File: config.mk
export PLATFORM = sky130hd
export DESIGN_NAME = misc_arbiter
export DESIGN_NICKNAME = d
export VERILOG_FILES = /design/src/rtl/misc_arb_pkg.sv /design/src/rtl/misc_tag_fifo.sv /design/src/rtl/misc_arbiter.sv
export SDC_FILE = /design/constraint.sdc
export NUM_CORES = 1
export LEC_CHECK = 0
export ABC_AREA = 1
export CAP_MARGIN = 20
export CORE_AREA = 2 2 272 274
export DETAILED_ROUTE_END_ITERATION = 10
export DIE_AREA = 0 0 274 276
export SLEW_MARGIN = 0
export SYNTH_ARGS = -nofsm -noshare
export SYNTH_HDL_FRONTEND = slang
export SYNTH_SLANG_ARGS = --single-unit
File: constraint.sdc
create_clock -name clk -period 3.2 [get_ports clk]
set_input_delay 0.48 -clock clk [delete_from_list [all_inputs] [get_ports clk]]
set_output_delay 0.48 -clock clk [all_outputs]
set_load 0.01 [all_outputs]
File: src/rtl/misc_arb_pkg.sv
// Shared constants for the misc-unit arbiter: op encodings, payload/result field
// offsets and width helpers for the packed lane payload and unit result.
package misc_arb_pkg;

    typedef enum logic [4:0] {
        OP_MOV_ACC  = 5'd0,
        OP_ABS      = 5'd1,
        OP_CLAMP    = 5'd2,
        OP_LSH      = 5'd3,
        OP_RSH      = 5'd4,
        OP_MOV_UACC = 5'd5,
        OP_MOV_LACC = 5'd6
    } misc_op_e;

    // Payload, LSB first: commit_flag, commit_id[8:0], dest[3:0], shift[4:0],
    // saturate_disable, operation[4:0], accumulator[2*DW], arg_c, arg_b, arg_a, block.
    localparam int unsigned PL_COMMIT_FLAG = 0;
    localparam int unsigned PL_COMMIT_ID   = 1;
    localparam int unsigned PL_DEST        = 10;
    localparam int unsigned PL_SHIFT       = 14;
    localparam int unsigned PL_SAT_DIS     = 19;
    localparam int unsigned PL_OP          = 20;
    localparam int unsigned PL_ACC         = 25;

    // Result, LSB first: commit_flag, commit_id[8:0], result[2*DW], dest[3:0], block.
    localparam int unsigned RS_COMMIT_FLAG = 0;
    localparam int unsigned RS_COMMIT_ID   = 1;
    localparam int unsigned RS_RESULT      = 10;

    function automatic int unsigned bw_of(input int unsigned n_blocks);
        return (n_blocks > 1) ? $clog2(n_blocks) : 1;
    endfunction

    function automatic int unsigned pw_of(input int unsigned bw, input int unsigned dw);
        return bw + 5 * dw + 25;
    endfunction

    function automatic int unsigned rw_of(input int unsigned bw, input int unsigned dw);
        return bw + 2 * dw + 14;
    endfunction

    function automatic int unsigned pl_arg_c(input int unsigned dw);
        return PL_ACC + 2 * dw;
    endfunction

    function automatic int unsigned pl_arg_b(input int unsigned dw);
        return PL_ACC + 3 * dw;
    endfunction

    function automatic int unsigned pl_arg_a(input int unsigned dw);
        return PL_ACC + 4 * dw;
    endfunction

    function automatic int unsigned pl_block(input int unsigned dw);
        return PL_ACC + 5 * dw;
    endfunction

    function automatic int unsigned rs_dest(input int unsigned dw);
        return RS_RESULT + 2 * dw;
    endfunction

    function automatic int unsigned rs_block(input int unsigned dw);
        return RS_RESULT + 2 * dw + 4;
    endfunction

    localparam int unsigned PW = pw_of(bw_of(256), 16);
    localparam int unsigned RW = rw_of(bw_of(256), 16);

endpackage

File: src/rtl/misc_tag_fifo.sv
// In-order tag FIFO: circular buffer with head/tail pointers wrapping at DEPTH.
// Caller guarantees no push when full unless it pops in the same cycle.
module misc_tag_fifo #(
    parameter int unsigned DEPTH = 2,
    parameter int unsigned WIDTH = 2
) (
    input  logic             clk,
    input  logic             reset,
    input  logic             push,
    input  logic             pop,
    input  logic [WIDTH-1:0] din,
    output logic [WIDTH-1:0] head,
    output logic             full,
    output logic             empty
);

    localparam int unsigned AW = (DEPTH > 1) ? $clog2(DEPTH) : 1;
    localparam int unsigned CW = $clog2(DEPTH + 1);

    logic [WIDTH-1:0] mem [DEPTH];
    logic [AW-1:0]    rd_ptr;
    logic [AW-1:0]    wr_ptr;
    logic [CW-1:0]    count;

    function automatic logic [AW-1:0] next_ptr(input logic [AW-1:0] p);
        return (p == AW'(DEPTH - 1)) ? '0 : p + 1'b1;
    endfunction

    always_ff @(posedge clk or negedge reset) begin
        if (!reset) begin
            rd_ptr <= '0;
            wr_ptr <= '0;
            count  <= '0;
        end else begin
            if (push) wr_ptr <= next_ptr(wr_ptr);
            if (pop)  rd_ptr <= next_ptr(rd_ptr);
            case ({push, pop})
                2'b10:   count <= count + 1'b1;
                2'b01:   count <= count - 1'b1;
                default: count <= count;
            endcase
        end
    end

    always_ff @(posedge clk) begin
        if (push) mem[wr_ptr] <= din;
    end

    assign head  = mem[rd_ptr];
    assign full  = (count == CW'(DEPTH));
    assign empty = (count == '0);

endmodule

File: src/rtl/misc_arbiter.sv
// Round-robin arbiter sharing one misc unit among N_REQ lanes; results return in order
// via a tag FIFO. Optional commit-sequence grant lock under `MISC_ARB_LOCK_EN.
module misc_arbiter
    import misc_arb_pkg::*;
#(
    parameter int unsigned N_REQ        = 4,
    parameter int unsigned DATA_WIDTH   = 16,
    parameter int unsigned N_BLOCKS     = 256,
    parameter int unsigned MAX_INFLIGHT = 2,
    localparam int unsigned GW = $clog2(N_REQ),
    localparam int unsigned PW_L = pw_of(bw_of(N_BLOCKS), DATA_WIDTH),
    localparam int unsigned RW_L = rw_of(bw_of(N_BLOCKS), DATA_WIDTH)
) (
    input  logic                  clk,
    input  logic                  reset,
    input  logic                  enable,
    input  logic [N_REQ-1:0]      req_valid,
    output logic [N_REQ-1:0]      req_ready,
    input  logic [N_REQ*PW_L-1:0] req_payload,
    output logic                  unit_in_valid,
    input  logic                  unit_in_ready,
    output logic [PW_L-1:0]       unit_payload,
    input  logic                  unit_out_valid,
    output logic                  unit_out_ready,
    input  logic [RW_L-1:0]       unit_result,
    output logic [N_REQ-1:0]      res_valid,
    input  logic [N_REQ-1:0]      res_ready,
    output logic [RW_L-1:0]       res_payload,
    output logic [GW-1:0]         grant_idx,
    output logic                  tag_error
);

    logic [GW-1:0] rr_ptr;
    logic [GW-1:0] rr_grant;
    logic [GW-1:0] grant;
    logic [GW-1:0] scan;
    logic [GW-1:0] head;
    logic          found;
    logic          any_req;
    logic          advance;
    logic          full;
    logic          empty;
    logic          can_push;
    logic          take_in;
    logic          pop;

    always_comb begin
        rr_grant = rr_ptr;
        found    = 1'b0;
        scan     = '0;
        for (int unsigned i = 0; i < N_REQ; i++) begin
            scan = GW'((i + 32'(rr_ptr)) % N_REQ);
            if (!found && req_valid[scan]) begin
                rr_grant = scan;
                found    = 1'b1;
            end
        end
    end

`ifdef MISC_ARB_LOCK_EN
    logic          locked;
    logic [GW-1:0] lock_lane;
    logic          lock_hold;

    // Lock drops the same cycle the locked lane withdraws its request.
    assign lock_hold = locked & req_valid[lock_lane];
    assign any_req   = lock_hold | (|req_valid);
    assign grant     = lock_hold ? lock_lane : rr_grant;
    assign advance   = take_in & unit_payload[PL_COMMIT_FLAG];

    always_ff @(posedge clk or negedge reset) begin
        if (!reset) begin
            locked    <= 1'b0;
            lock_lane <= '0;
        end else if (enable) begin
            if (take_in) begin
                locked    <= ~unit_payload[PL_COMMIT_FLAG];
                lock_lane <= grant;
            end else if (!lock_hold) begin
                locked <= 1'b0;
            end
        end
    end
`else
    assign any_req = |req_valid;
    assign grant   = rr_grant;
    assign advance = take_in;
`endif

    assign unit_payload   = req_payload[32'(grant) * PW_L +: PW_L];
    assign unit_out_ready = enable & ~empty & res_ready[head];
    assign pop            = unit_out_valid & unit_out_ready;
    assign can_push       = enable & (~full | pop);
    assign unit_in_valid  = any_req & can_push;
    assign take_in        = unit_in_valid & unit_in_ready;
    assign res_payload    = unit_result;
    assign grant_idx      = grant;

    always_comb begin
        req_ready        = '0;
        req_ready[grant] = unit_in_ready & can_push;
        res_valid        = '0;
        res_valid[head]  = unit_out_valid & enable & ~empty;
    end

    always_ff @(posedge clk or negedge reset) begin
        if (!reset) begin
            rr_ptr    <= '0;
            tag_error <= 1'b0;
        end else begin
            if (advance) rr_ptr <= (grant == GW'(N_REQ - 1)) ? '0 : grant + 1'b1;
            if (enable && unit_out_valid && empty) tag_error <= 1'b1;
        end
    end

    misc_tag_fifo #(
        .DEPTH(MAX_INFLIGHT),
        .WIDTH(GW)
    ) u_tags (
        .clk  (clk),
        .reset(reset),
        .push (take_in),
        .pop  (pop),
        .din  (grant),
        .head (head),
        .full (full),
        .empty(empty)
    );

endmodule
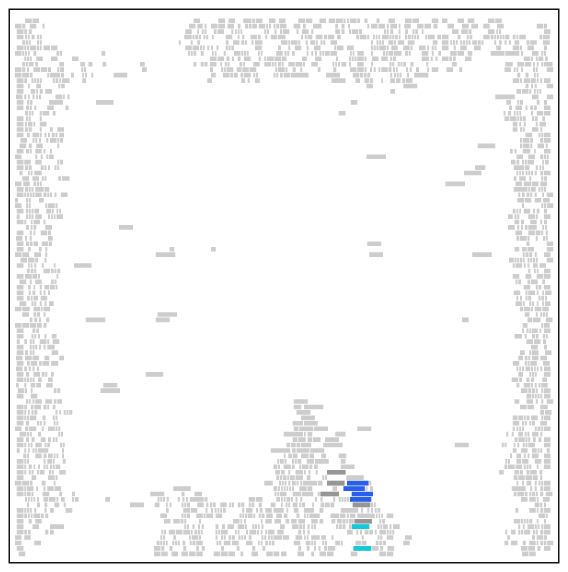
(run_1/ff_map.png)
(2 px per µm) Other sequential cells in the stronger gray, the rest of the logic in the fainter gray.
- `u_tags.mem`: blue (flops 4)
- `u_tags.count`: cyan (flops 2)
- not colored: 5

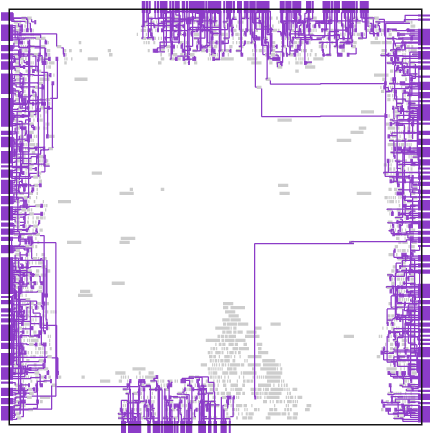
(run_1/port_trees.png)
(1.5 px per µm)
- `req_payload`: purple (bits 452; direction input; end cells 452; buffers 452; wire 12,300 µm)
I/O pin count: 699
port bufs: 590

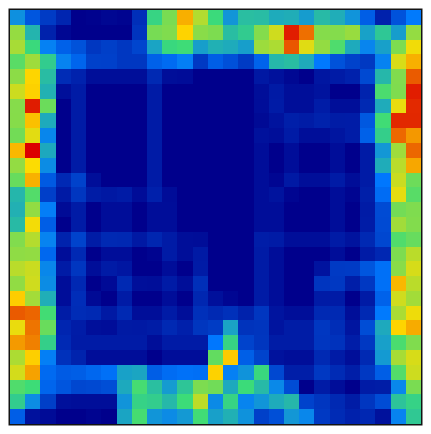
(run_1/route_heat.png)
(1.5 px per µm) The die is cut into 27 by 28 equal tiles; dark blue is low, red is high, scaled to the fullest tile. Values are wire area over tile area, all layers added.
- tiles over half the peak: 17%
- densest ninth of the die: north-east
- emptiest ninth of the die: center
- fullest tile: 0.49
- mean over tiles: 0.10
drt wl/cell: 15.6 µm
Overall Global Routing Usage: 10.6%
overall routed net length: 45,800 µm
via count: 10,613

==> flow_summary.toml, run 1 <==
# yosys + openroad results
[run_status]
status = "complete, but fails checks"
violations = "negative setup slack"

[timing]
finalCritPeriodShare_pct = 101
setup_ws_ps = -24.2
setup-violations-final = 3
slew_headroom_pct = 68.4
setup_tns_ps = -38.0

[floorplanning]
rows = 99
fp.dieW_um = 274
core_area_mm2 = 0.0726
dieHeight_um = 276
die_area_mm2 = 0.0756
nWellTaps = 959

[worst_setup_path]
reg2reg_from = "rr_ptr[0]$_DFFE_PN0P_"
cpPeakStageDelay_ps = 480
reg2reg_depth = 18
cpLargestDelayFamily = "simple AND/OR/NAND/NOR gates"
timing_worst_setup_path_type = "register to output port"
cp_slowest_cell = "dfrtp_2"
r2r_end = "rr_ptr[1]$_DFFE_PN0P_"
worst-path-stages = 19
startpoint_type = "register"
crit_required_ps = 2720
crit_path_end_kind = "output port"

[layout]
drive_above_1_share_pct = 18.4
clkbuf_count = 4
num-fill-cells = 8294
layout.cells.most_common = "nand2_1"
largest-register = "u_tags.mem"
mostFrequentLayoutCells = "nand2_1 (814), clkdlybuf4s50_1 (467), nand3_1 (225)"
design_area_mm2 = 0.0145
area_growth_pct = 138
clk_share_pct = 0.544
logic_area_mm2 = 0.00490
ff_latch_area_um2 = 298
nets = 2494
comb_share_pct = 33.8
diodes = 0
largest_class = "buffers"
largest_reg_flops = 4
buffers = 793
fin_cells = 2928

[power]
combPwrFrac_pct = 97.5
power_mw = 20.0
pwr-share-seq_pct = 1.4
p_seq_mw = 0.287
peakVddDrop_mv = 0.620
comb_power_mw = 19.5
switching_share_pct = 53.0
power.group.top = "combinational logic"

[logic_synthesis]
ys_sh_aoi_pct = 0.739
edf_count = 4
yosysWarningCount = 0
synthTopLogicFamily = "simple AND/OR/NAND/NOR gates"
synth_area_mm2 = 0.00610
simple_gate_area_share_pct = 74.2
ys_seq_share_pct = 4.84
top_area_share_pct = 52.8
synth.distinct_cells = 25
yosys_area_mm2 = 0.00610
synthXorXnorAreaFrac_pct = 0.431
ff_type = "dfrtp_1"
topCellsByArea = "nand2_1 (53%), nand3_1 (19%), buf_4 (9.1%), buf_2 (3.7%), buf_6 (3.1%)"
synthAdderAreaFrac_pct = 1.03
ys_cells = 1325
ys_sh_mux_pct = 0

[cts]
clk_pin_slew_ps = 40
cts_tree = "done"
cts_inserted_buffers = 3

[global_route]
grtUsageMet1_pct = 11.2
use_met2_pct = 20.0
grt_first_pass_wirelength_um = 61200
antenna_found_initial = 1
grt_max_degree = 31

[routing]
drt-met1-wl_um = 17000
firstDrtPassIters = 5
routed.top_layer = "met4"
wl_met3_um = 3850
drc = 0

[flow_run]
cap_viol_max_count = 0
openroad.warnings = 31

[place]
dp_hpwl_um = 33100
gp_congestion = 0.865
dp_cells = 2858

[min_path]
worstHoldEndpoint = "u_tags.wr_ptr$_DFFE_PN0P_"
hold_depth = 2
hp-start = "u_tags.wr_ptr$_DFFE_PN0P_"
--- run 2 (diff from run 1) ---
- CORE_AREA: 2 2 272 274 -> 5 5 267 269
- DIE_AREA: 0 0 274 276 -> 0 0 272 274
- SLEW_MARGIN: 0 -> unset
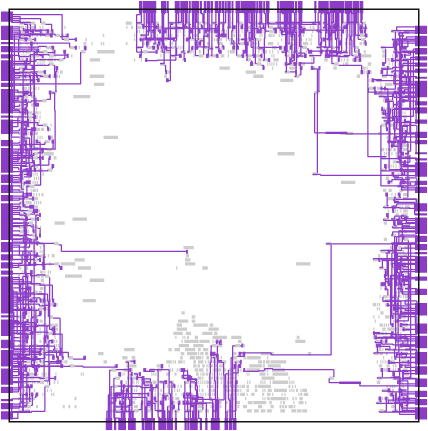
(run_2/port_trees.png)
(1.5 px per µm)
- `req_payload`: purple (bits 452; direction input; end cells 452; buffers 452; wire 14,700 µm)

==> flow_summary.toml, run 2 <==
# yosys + openroad results
[run_status]
status = "finished, final reports clean"

[power]
power_mw = 19.6
peakVddDrop_mv = 0.717
power.group.top = "combinational logic"
switching_share_pct = 53.7
pg_clk_mw = 0.222
internal_power_mw = 9.08
combPwrFrac_pct = 97.5
pwr-share-seq_pct = 1.4
comb_power_mw = 19.1

[floorplanning]
fp.dieW_um = 272
die_area_mm2 = 0.0745
core_area_mm2 = 0.0683
io_pins = 699
dieHeight_um = 274

[layout]
layout.cells.most_common = "nand2_1"
fin_cells = 2825
clk_share_pct = 0.561
largest_class = "buffers"
nets = 2467
clkbuf_count = 4
comb_share_pct = 34.3
ff_latch_area_um2 = 298
design_area_mm2 = 0.0140
largest_reg_flops = 4
diodes = 1
mostFrequentLayoutCells = "nand2_1 (828), clkdlybuf4s50_1 (467), nand3_1 (229)"
logic_area_mm2 = 0.00481
largest-register = "u_tags.mem"
drive_above_1_share_pct = 15.7
reg_top3 = "u_tags.mem x4, rr_ptr x2, u_tags.count x2"

[worst_setup_path]
cp_slowest_cell = "dfrtp_2"
worst-path-stages = 17
cpLargestDelayFamily = "buffers and inverters"
cpPeakStageDelay_ps = 450
reg2reg_from = "rr_ptr[0]$_DFFE_PN0P_"
crit_required_ps = 2720
startpoint_type = "register"
timing_worst_setup_path_type = "register to output port"

[logic_synthesis]
synthTopLogicFamily = "simple AND/OR/NAND/NOR gates"
ys_cells = 1325
synth_area_mm2 = 0.00610
ys_sh_mux_pct = 0
top_area_share_pct = 52.8
topCellsByArea = "nand2_1 (53%), nand3_1 (19%), buf_4 (9.1%), buf_2 (3.7%), buf_6 (3.1%)"
yosysWarningCount = 0
edf_count = 4
synthXorXnorAreaFrac_pct = 0.431
synth.distinct_cells = 25
yosys_area_mm2 = 0.00610
synthAdderAreaFrac_pct = 1.03
ff_type = "dfrtp_1"
ys_seq_share_pct = 4.84

[global_route]
track_usage_pct = 11.6
grt.overflow.total = 0
grt_first_pass_wirelength_um = 65400
grtUsageMet1_pct = 12.7
grt_max_degree = 33
use_met2_pct = 21.1
antenna_found_initial = 4

[timing]
setup_ws_ps = 41.9
fin_skew_ps = 0.491
setup-violations-final = 0

[routing]
drc = 0
drt-met1-wl_um = 18700
post_drt_wl_per_cell_um = 17.2
firstDrtPassIters = 5
wl_met3_um = 3940

[cts]
clk_pin_slew_ps = 40

[place]
io_buffers = 590
gp_congestion = 0.888
dp_hpwl_um = 36600

[flow_run]
openroad.warnings = 31
cap_viol_max_count = 0

[min_path]
hold_depth = 1
worstHoldEndpoint = "tag_error$_DFFE_PN0P_"
hp-start = "tag_error$_DFFE_PN0P_"
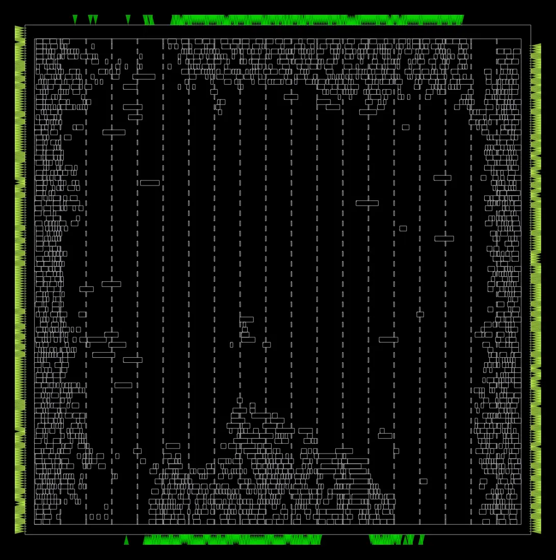
(run_2/placed.png)
Seq cells: 11
Fill cells: 7,830
Rows: 96
num tapcells: 882

Power figures rest on the tool's default switching activity, not on a simulated workload.
